`src/rtl/sprite_compositor.sv`:
```
// -----------------------------------------------------------------------------
// sprite_compositor
//
// Pipelined sprite layering engine for the VGA path. It lays NUM_SPRITES sprite
// layers over a background pixel stream. Layer 0 has the highest priority, and
// KEY_COLOR pixels are transparent. Sprite positions are double-buffered and
// committed at frame start. The block also reports per-sprite opaque-overlap
// collision flags once per frame.
//
// Latency from DrawX/DrawY/blank to Red/Green/Blue is ROM_LATENCY+2 cycles.
// Throughput is one pixel per cycle.
//
// Ports:
//   Clk          pixel clock, rising edge
//   Reset        synchronous, active-high reset
//   frame_start  one-cycle pulse on the (0,0) pixel
//   wr_en        write enable for shadow position register wr_idx
//   wr_idx       target sprite (values >= NUM_SPRITES are ignored)
//   wr_x, wr_y   new top-left corner
//   wr_vis       visible flag
//   DrawX/DrawY  current pixel coordinate
//   blank        1 = active video
//   spr_addr     flattened per-sprite ROM addresses (registered)
//   spr_data     flattened per-sprite ROM pixels, valid ROM_LATENCY after addr
//   bg_data      background pixel, same alignment as spr_data
//   Red/Green/Blue composited pixel (registered)
//   collide      bit i = sprite i overlapped another opaque sprite last frame
// -----------------------------------------------------------------------------
module sprite_compositor #(
   parameter int          NUM_SPRITES = 4,
   parameter int          SPR_W       = 16,
   parameter int          SPR_H       = 24,
   parameter int          ADDR_W      = 10,
   parameter int          ROM_LATENCY = 1,
   parameter logic [23:0] KEY_COLOR   = 24'hFF00FF,
   parameter int          IDX_W       = 2
) (
   input  logic                          Clk,
   input  logic                          Reset,
   input  logic                          frame_start,
   input  logic                          wr_en,
   input  logic [IDX_W-1:0]              wr_idx,
   input  logic [9:0]                    wr_x,
   input  logic [9:0]                    wr_y,
   input  logic                          wr_vis,
   input  logic [9:0]                    DrawX,
   input  logic [9:0]                    DrawY,
   input  logic                          blank,
   output logic [NUM_SPRITES*ADDR_W-1:0] spr_addr,
   input  logic [NUM_SPRITES*24-1:0]     spr_data,
   input  logic [23:0]                   bg_data,
   output logic [7:0]                    Red,
   output logic [7:0]                    Green,
   output logic [7:0]                    Blue,
   output logic [NUM_SPRITES-1:0]        collide
);

   typedef struct packed {
      logic [9:0] x;
      logic [9:0] y;
      logic       vis;
   } pos_t;

   localparam logic [9:0] SPR_W10 = 10'(SPR_W);
   localparam logic [9:0] SPR_H10 = 10'(SPR_H);
   // Delay of the S1 flags until they meet the ROM data.
   localparam int         DLY     = ROM_LATENCY;

   pos_t shadow_q [NUM_SPRITES];
   pos_t shadow_d [NUM_SPRITES];
   pos_t active_q [NUM_SPRITES];
   pos_t active_d [NUM_SPRITES];

   logic [9:0]                    dx [NUM_SPRITES];
   logic [9:0]                    dy [NUM_SPRITES];
   logic [NUM_SPRITES-1:0]        hit_d;
   logic [NUM_SPRITES*ADDR_W-1:0] addr_d, addr_q;

   // Index 0 is stage S1. Index DLY lines up with spr_data/bg_data.
   logic [NUM_SPRITES-1:0] hit_pipe_q [DLY+1];
   logic [DLY:0]           blank_pipe_q;
   logic [DLY:0]           fs_pipe_q;

   logic [NUM_SPRITES-1:0] opaque, contrib;
   logic [NUM_SPRITES-1:0] accum_d, accum_q, collide_d, collide_q;
   logic [23:0]            pix, rgb_d, rgb_q;

   // Position registers. A write in the frame_start cycle goes straight into
   // the commit through shadow_d.
   always_comb begin
      // NOTE: every always_comb output gets a default first, so no path can
      // leave it unassigned and infer a latch.
      for (int i = 0; i < NUM_SPRITES; i++) begin
         shadow_d[i] = shadow_q[i];
         if (wr_en && wr_idx == IDX_W'(i))
            shadow_d[i] = '{x: wr_x, y: wr_y, vis: wr_vis};
         active_d[i] = frame_start ? shadow_d[i] : active_q[i];
      end
   end

   // Hit test and local address. The subtraction wraps modulo 1024, so a sprite
   // that runs off the right or bottom edge reappears at 0.
   always_comb begin
      hit_d  = '0;
      addr_d = '0;
      for (int i = 0; i < NUM_SPRITES; i++) begin
         dx[i]    = DrawX - active_q[i].x;
         dy[i]    = DrawY - active_q[i].y;
         hit_d[i] = active_q[i].vis && (dx[i] < SPR_W10) && (dy[i] < SPR_H10);
         if (hit_d[i])
            addr_d[i*ADDR_W +: ADDR_W] = ADDR_W'(dy[i]) * ADDR_W'(SPR_W) + ADDR_W'(dx[i]);
      end
   end

   // Compositing and collision, aligned with the ROM data.
   always_comb begin
      pix = bg_data;
      for (int i = 0; i < NUM_SPRITES; i++)
         opaque[i] = hit_pipe_q[DLY][i] && (spr_data[i*24 +: 24] != KEY_COLOR);
      // Walk from lowest priority to highest, so layer 0 wins.
      for (int i = NUM_SPRITES - 1; i >= 0; i--)
         if (opaque[i]) pix = spr_data[i*24 +: 24];
      rgb_d   = blank_pipe_q[DLY] ? pix : 24'h0;
      contrib = (blank_pipe_q[DLY] && ($countones(opaque) >= 2)) ? opaque : '0;
      // The delayed frame_start pixel is the first pixel of the new frame. It
      // seeds accum and does not count toward the frame being reported.
      if (fs_pipe_q[DLY]) begin
         accum_d   = contrib;
         collide_d = accum_q;
      end else begin
         accum_d   = accum_q | contrib;
         collide_d = collide_q;
      end
   end

   // NOTE: sequential state uses non-blocking assignments only. Every register
   // then samples pre-edge values, whatever order the statements are in.
   always_ff @(posedge Clk) begin
      if (Reset) begin
         // NOTE: the position arrays are a small flop-based register file, not a
         // RAM. They must come out of reset invisible, so they are cleared here.
         for (int i = 0; i < NUM_SPRITES; i++) begin
            shadow_q[i] <= '0;
            active_q[i] <= '0;
         end
         for (int k = 0; k <= DLY; k++) hit_pipe_q[k] <= '0;
         addr_q       <= '0;
         blank_pipe_q <= '0;
         fs_pipe_q    <= '0;
         rgb_q        <= '0;
         accum_q      <= '0;
         collide_q    <= '0;
      end else begin
         for (int i = 0; i < NUM_SPRITES; i++) begin
            shadow_q[i] <= shadow_d[i];
            active_q[i] <= active_d[i];
         end
         addr_q          <= addr_d;
         hit_pipe_q[0]   <= hit_d;
         blank_pipe_q[0] <= blank;
         fs_pipe_q[0]    <= frame_start;
         for (int k = 1; k <= DLY; k++) begin
            hit_pipe_q[k]   <= hit_pipe_q[k-1];
            blank_pipe_q[k] <= blank_pipe_q[k-1];
            fs_pipe_q[k]    <= fs_pipe_q[k-1];
         end
         rgb_q     <= rgb_d;
         accum_q   <= accum_d;
         collide_q <= collide_d;
      end
   end

   assign spr_addr = addr_q;
   assign Red      = rgb_q[23:16];
   assign Green    = rgb_q[15:8];
   assign Blue     = rgb_q[7:0];
   assign collide  = collide_q;

endmodule

```
`config.mk`:
```
export PLATFORM = sky130hd
export DESIGN_NAME = sprite_compositor
export DESIGN_NICKNAME = d
export VERILOG_FILES = /design/src/rtl/sprite_compositor.sv
export SDC_FILE = /design/constraint.sdc
export NUM_CORES = 1
export LEC_CHECK = 0
export ABC_AREA = 1
export CAP_MARGIN = 10
export CORE_MARGIN = 2
export CORE_UTILIZATION = 51
export CTS_BUF_LIST = sky130_fd_sc_hd__clkbuf_4 sky130_fd_sc_hd__clkbuf_8
export CTS_CLUSTER_SIZE = 25
export DETAILED_ROUTE_END_ITERATION = 16
export PLACE_DENSITY = 0.8
export SYNTH_ARGS = -nofsm -noshare
export SYNTH_HDL_FRONTEND = slang
export SYNTH_SLANG_ARGS = --single-unit
```
`constraint.sdc`:
```
create_clock -name Clk -period 2.9 [get_ports Clk]
set_clock_uncertainty 0.05 [all_clocks]
set_input_delay 0.58 -clock Clk [delete_from_list [all_inputs] [get_ports Clk]]
set_output_delay 0.58 -clock Clk [all_outputs]
set_load 0.03 [all_outputs]
```
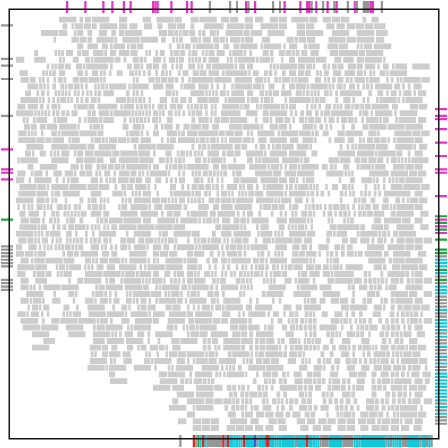
run_1/pins.png
Pins as bars across the die edge, other pins in gray.
- Blue: red (pins 8; direction output; edge bottom)
- Reset: blue (pins 1; direction input; edge bottom)
- spr_addr: magenta (pins 40; direction output; edge 24 top, 12 right, 4 left)
- wr_x: green (pins 10; direction input; edge 8 right, 1 left, 1 bottom)
- spr_data: cyan (pins 96; direction input; edge 69 bottom, 27 right)
- all pins by edge: 107 bottom, 69 right, 39 top, 21 left
Chip Width: 174 µm
number of buffers added on ports: 235

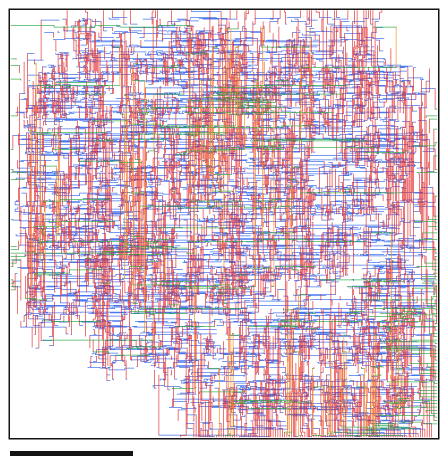
run_1/metal_stack.png
Bar = 50 µm.
- met1: blue (wire length 19600 µm)
- met4: orange (wire length 2580 µm)
- met2: red (wire length 21.8 mm)
- met3: green (wire length 3100 µm)
detail-routed net length per standard cell: 16.4 µm
total routed wirelength: 47100 µm
number of vias in the routed layout: 14935
global-route usage over all layers: 30.3%

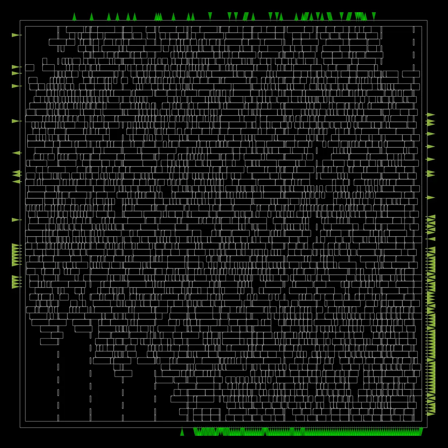
run_1/final_placement.png
Non-Filler Instances: 2876
fill cell count: 2321
Std-Cell Rows: 62
flop count: 252

==> run_results.csv, run 1 <==
group,metric,value,unit
final_layout,dominant-cell-class,"multi-input combinational cells",
place,dp_hpwl,35300,µm
final_layout,clockNetworkAreaShare,4.42,%
floorplanning,tap_cells,384,
synthesis,yosysCellCount,2053,
clocking,cts-root-buf,"clkbuf_8",
worst_setup_path,critical_path.max_fanout,4,
final_layout,comb_share,40.8,%
detailed_routing,drc,0,
worst_setup_path,criticalPathCategory,"primary input to register",
clocking,cts_inserted_buffers,44,
final_layout,finish.utilization,70.2,%
power,power.ir.vdd_worst,0.390,mV
clocking,cts_num_sinks,252,
final_timing,worst_pin_slew,1.10,ns
final_layout,layout.clock_buffers,66,
synthesis,yosys_warnings,0,
grt,grtUsageMet1,37.8,%
worst_setup_path,kind_of_end_point_of_the_critical_path,"register",
final_timing,fmax,356,MHz
final_timing,fin_setup_tns,0,ns
synthesis,synth.cellmix.xorXnorShare,2.08,%
synthesis,synth.yosys.seq_area_share,34.3,%
synthesis,yosys.area_share.aoi,9.43,%
detailed_routing,first_iter_violations,1170,
synthesis,netlist_top_cells_count,"414 x nand2_1, 382 x inv_1, 252 x dfxtp_1",
synthesis,yosysMostFrequentCell,"nand2_1",
place,placement.setup.worst_slack,-0.751,ns
detailed_routing,met1_length,19600,µm
synthesis,postSynth.asyncResetShare,0,%
power,top_power_group,"sequential cells",
detailed_routing,met3RoutedLength,3100,µm
synthesis,ys_seq_elements,252,
outcome,run_status,"completed",
final_layout,layout-area-overhead-vs-synth,36.1,%
final_layout,flop_area,0.00504,mm²
synthesis,post_synth_num_cell_types,40,
grt,gr-usage-met2,49.8,%
synthesis,yosys-mux-area-fraction,5.71,%
synthesis,postSynth.topFlopCell,"dfxtp_1",
run,tool_warnings,28,
clocking,clock_h_tree_levels,2,
## run 1: worst max-delay path, cell delays in order
cell and delay [ns]:
clkdlybuf4s50_1 0.42, inv_2 0.16, buf_4 0.14, ha_1 0.13, inv_1 0.06, fa_2 0.35
xor2_1 0.40, ha_4 0.28, a21oi_2 0.15, nand2_1 0.06, nand2_1 0.07, nand2_1 0.06
a21oi_2 0.13, xnor2_1 0.12, inv_1 0.05, nor2_1 0.08
## run 1: cells in the final DEF, fill, tap and decap left out, drive strengths merged, types with 5 or more instances in the layout
cell type	count
a21oi	75
buf	210
clkbuf	67
clkdlybuf4s50	227
clkinv	5
dfxtp	252
fa	13
ha	92
inv	384
mux2i	84
nand2	420
nand3	172
nand4	48
nor2	195
nor3	25
o211ai	84
o21ai	61
or2	18
xnor2	15
xor2	20
run_1/clock_map.png
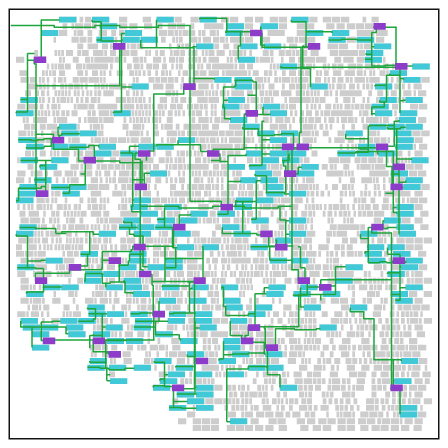

## Run 2: what changed since run 1
PLACE_DENSITY = 0.87   (was 0.8)
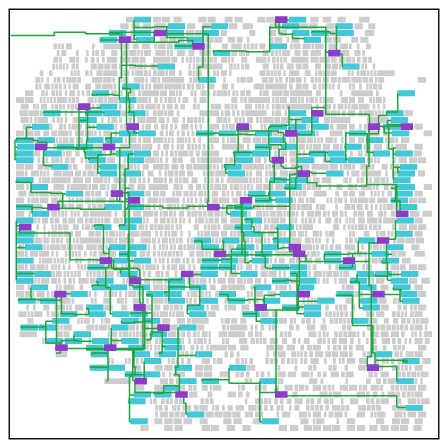
run_2/clock_map.png
- flip-flops: cyan (count 252)
- cells driving clock nets: purple (count 43)
- clock wires: green (length 3330 µm)
- routed clock nets: 44
power dissipated in the clock network: 3.55 mW
proportion of power drawn by the clock network: 34.7%
insertion delay of the later-clocked pin in the worst-skew pair: 0.56 ns

==> run_results.csv, run 2 <==
group,metric,value,unit
final_layout,final_cell_count_no_fill,2890,
detailed_routing,drc,0,
worst_setup_path,cp_cell_sequence,"dlygate4sd2_1, inv_4, buf_4, ha_1, fa_2, inv_1, nand3_1, nand3_1, nand2_1, ha_1, fa_1, a21oi_2, o21ai_1, xor2_1, inv_1, nor3_2",
power,power.ir.vdd_worst,0.465,mV
floorplanning,fp-row-count,62,
place,dp_hpwl,36400,µm
synthesis,ys_seq_elements,252,
detailed_routing,met1_length,20100,µm
outcome,run_status,"completed",
power,top_power_group,"sequential cells",
worst_setup_path,critical_path.max_fanout,4,
synthesis,yosysCellCount,2053,
final_layout,finish.utilization,70.9,%
floorplanning,chip_width,174,µm
grt,gr-usage-met2,54.0,%
final_layout,layout-area-overhead-vs-synth,37.5,%
synthesis,yosys-mux-area-fraction,5.71,%
final_layout,nFillCells,2272,
grt,grtUsageMet1,39.4,%
worst_setup_path,kind_of_end_point_of_the_critical_path,"register",
place,buffer_ports.inserted,235,
synthesis,post_synth_num_cell_types,40,
synthesis,yosys.area_share.aoi,9.43,%
synthesis,synth.cellmix.xorXnorShare,2.08,%
synthesis,postSynth.asyncResetShare,0,%
synthesis,postSynth.topFlopCell,"dfxtp_1",
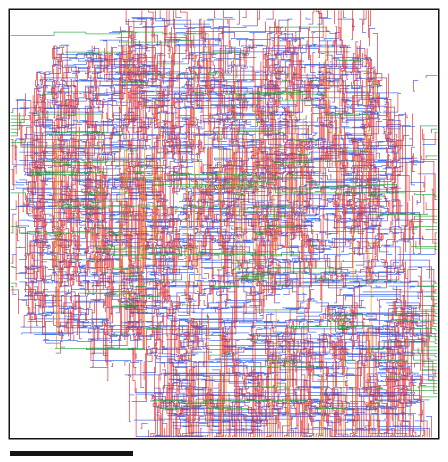
run_2/metal_stack.png
Bar = 50 µm.
- met3: green (wire length 3360 µm)
- met1: blue (wire length 20.1 mm)
- met2: red (wire length 23.2 mm)
- met4: orange (wire length 2540 µm)
total routed wirelength: 49200 µm
detail-routed net length per standard cell: 17.0 µm
number of vias in the routed layout: 15266
global-route usage over all layers: 31.5%

-- run 2: netlist changes by cell type in the layout (fill, tap and decap cells not counted), moves of 3 or more --
cell / before / now
clkbuf_8: 50 / 55
buf_4: 199 / 207
fa_2: 10 / 7
clkbuf_4: 16 / 9
nand2_2: 12 / 18
nand2_1: 408 / 402
fa_1: 3 / 6
-- run 2: cell type report --
cell class                      instances  share of cell area, %
Multi-Input combinational cell       1339                   40.4
Clock inverter                         11                  0.680
Clock buffer                           64                   4.07
Antenna cell                            1                 0.0124
Sequential cell                       252                   24.9
Inverter                              384                   7.13
Timing Repair Buffer                  455                   20.4
Tap cell                              384                   2.37
-- run 2: repair_timing --
action                     in CTS  in global routing
resized                        25                 51
pin swaps                      12                 22
setup endpoints to repair      11                 16
buffers inserted                1                  3
Power figures rest on the tool's default switching activity, not on a simulated workload.
